==> config.mk <==
export PLATFORM = sky130hd
export DESIGN_NAME = cpu_dma_tx_watchdog
export DESIGN_NICKNAME = d
export VERILOG_FILES = /design/src/rtl/cpu_dma_tx_watchdog.sv
export SDC_FILE = /design/constraint.sdc
export NUM_CORES = 1
export LEC_CHECK = 0
export CAP_MARGIN = 20
export CORE_ASPECT_RATIO = 2
export CORE_MARGIN = 5
export CORE_UTILIZATION = 45
export DETAILED_ROUTE_END_ITERATION = 7
export HOLD_SLACK_MARGIN = 0.12
export PLACE_DENSITY = 0.67
export SLEW_MARGIN = 40
export SYNTH_ARGS = -nofsm -noshare
export SYNTH_HDL_FRONTEND = slang
export SYNTH_SLANG_ARGS = --single-unit
==> constraint.sdc <==
create_clock -name clk -period 4.45 [get_ports clk]
set_clock_uncertainty 0.1 [all_clocks]
set_input_delay 0.445 -clock clk [delete_from_list [all_inputs] [get_ports clk]]
set_output_delay 0.445 -clock clk [all_outputs]
set_load 0.01 [all_outputs]
==> run_1/metal_stack.png <==
Scale bar: 10 um. Two of the layers only.
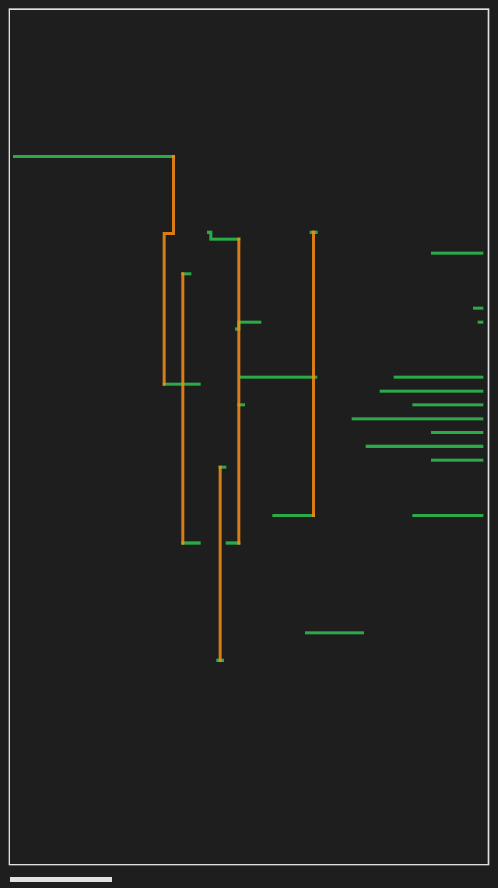
legend:
  met3:
    color: green
    wire_length: 118 um
  met4:
    color: orange
    wire_length: 127 um
all-layer global routing usage: 0.165
detailed-route wire length per cell: 16.6 um
vias: 1135

==> run_1/zoom.png <==
Scale bar: 5 um. Region (25, 53) to (45, 73) um. Cells in gray, sequential cells in the stronger gray; small squares are vias.
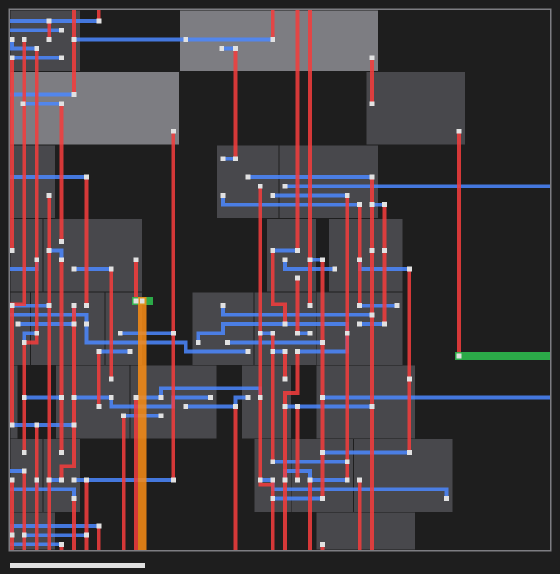
legend:
  met4:
    color: orange
  met1:
    color: blue
  met3:
    color: green
  met2:
    color: red
cells with their middle in the window: 26
most frequent: clkdlybuf4s50_1 (5), o211ai_1 (3)
sequential cells in the window: 2

==> run_1/met1.png <==
Scale bar: 10 um.
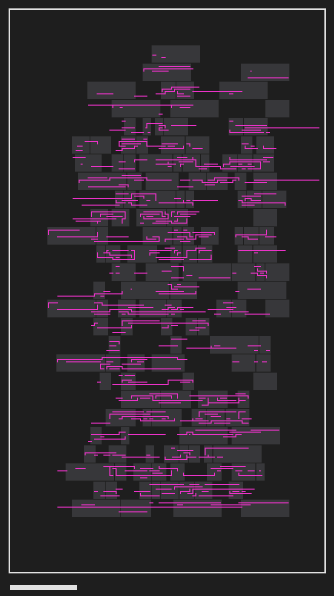
share of all routed wire: 37%
wire length on this layer: 1090 um
main direction: horizontal
nets with wire on the layer: 142
longest straight run: 27.6 um
grt met1 use: 0.168
drt total wl: 2970 um

==> run_1/wire_density.png <==
The die is cut into 9 by 17 equal tiles; white is low, dark blue is high, scaled to the fullest tile. Values are wire area over tile area, all layers added.
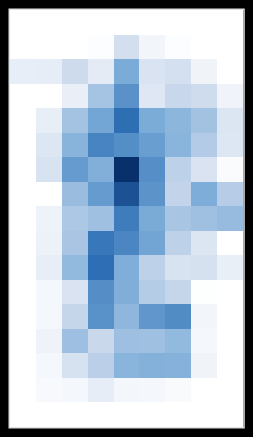
densest ninth of the die: center
emptiest ninth of the die: lower left
fullest tile: 0.55

==> Changelog: implementation <==
## Implementation

- Filler instances: 270
- M1 wire length: 1090 um
- Clk pwr share: 0.412
- Cts hold-fix bufs: 0
- Crit path launch type: flip-flop
- Cell area leaders: dfxtp_1 36%, a21oi_1 4.9%, nor4_2 4.0%
- Top Layout Cells: 22 x dfxtp_1, 12 x a21oi_1, 11 x clkdlybuf4s50_1
- Final hold viol count: 0
- Bufs on Longest Clock Path: 2
- Min Hold Slack: roughly 0.41 ns
- Post-DP HPWL: 2230 um
- Share of layout cells above drive strength 1: 0.133
- Final setup TNS: 0 ns
- Largest net degree at the start of global routing: 16
- Ys flops: 22
- Synth top cell by count: dfxtp_1
- Tool warning count: 26
- Overall die width: 47.1 um
- Tcrit/Tclk final: 0.481
- H-tree Lvls: 1
- Commonest flop: dfxtp_1
- Met3 WL: 117 um
- GRT Residual Overflow: 0
- RSZ-0062 raised after global routing: false
- Final antenna-violating net count: 0
- Hold Path Stages: 2
- Slew HR: 0.552
- Synthesized Nets: 149
- Crit path time final: 2.14 ns
- Setup violators final: 0
- Leading area contributor after synthesis: dfxtp_1
- Number of enable flip-flop cells: 0
- P_int: between 0.0002 and 0.0003 W
- Ys Warns: 0
- # IOs: 12
- Worst Reg-to-Reg Cells: 5
- Register area share after synthesis: 0.356
- Pwr dens: 258 mW/mm2
- Top cells by count: 22 x dfxtp_1, 12 x a21oi_1, 9 x nand2_1
- CP endpoint kind: flip-flop
- Power, Total: 0.000361 W
- F_max: 467 MHz
- Net Sw Frac: 0.210
- Fin nets: 159
- Global-route wire length before repair: ~5000 um
- Comb pwr share: 0.039
- Die height: between 80 and 90 um
- CTS clk-pin slew, worst paths: 0.08 ns
- Number of global-route vias before repair: 1103
- Max Cap Viol: 0
- Syn avg cell area: 8.77 um2
- Outcome: finished clean
- Critical path data arrival time: 2.17 ns
- Final Instance Area: 0.00140 mm2
- Slew Limit Fails: 0
- Register Area: around 440 um2
- Antenna cells: 0
- Routed length on met2: around 1600 um
- Placed cell areas: 0.00135 mm2
- Seq pwr share: 0.549
- Yosys chip area: roughly 0.0012 mm2
- Max layer used: met4
- Layout area overhead: 13.3%
- DR iter-0 viols: 21
- Max FFs per register: 18
run 1: logic make-up after synthesis:
kind of cell,Yosys count,synth area share
simple gates,66,0.359
compound gates,38,0.200
flops,22,0.356
buf+inv,10,0.0425
mux,3,0.0243
xor+xnor,1,0.00709
fa+ha+maj,1,0.0101
run 1: critical path: stages, from the launching register on:
cell and delay [ns]:
dfxtp_1 0.39, ha_1 0.20, and2_1 0.32, nand4_1 0.24, o21ai_2 0.60, nor3_1 0.14
run 1: through the flow:
stage               setup slack, ns  instances  utilization
floorplan                      2.78        141            -
global placement               2.36        175        0.498
detailed placement             2.28        175        0.498
CTS                            2.27        179        0.518
global route                   2.10        179        0.518
finish                         2.31        179        0.518
run 1: power groups by stage:
| stage | combinational [W] | clock, W | sequential, W |
|---|---|---|---|
| 2_1_floorplan | 0.00000538 | 0 | 0.000203 |
| 3_3_place_gp | 0.0000139 | 0 | 0.000203 |
| 3_5_place_dp | 0.0000142 | 0 | 0.000203 |
| 4_1_cts | 0.0000143 | 0.000151 | 0.000198 |
| 5_1_grt | 0.0000154 | 0.000159 | 0.000198 |
| 6_report | 0.0000142 | 0.000149 | 0.000198 |
run 1: metal layers:
layer / vias up / global-route usage
li1: 559 / -
met3: 11 / 0.0281
met5: - / 0
met4: 0 / 0.111
met2: 28 / 0.281
met1: 537 / 0.168
run 1: final cells by class:
type / instances / share of cell area
Multi-Input combinational cell: 109 / 0.531
Clock buffer: 4 / 0.0393
Timing Repair Buffer: 11 / 0.0786
Tap cell: 29 / 0.0259
Inverter: 4 / 0.0107
Sequential cell: 22 / 0.315
No activity file was given, so power comes from the tool's default toggle rates.
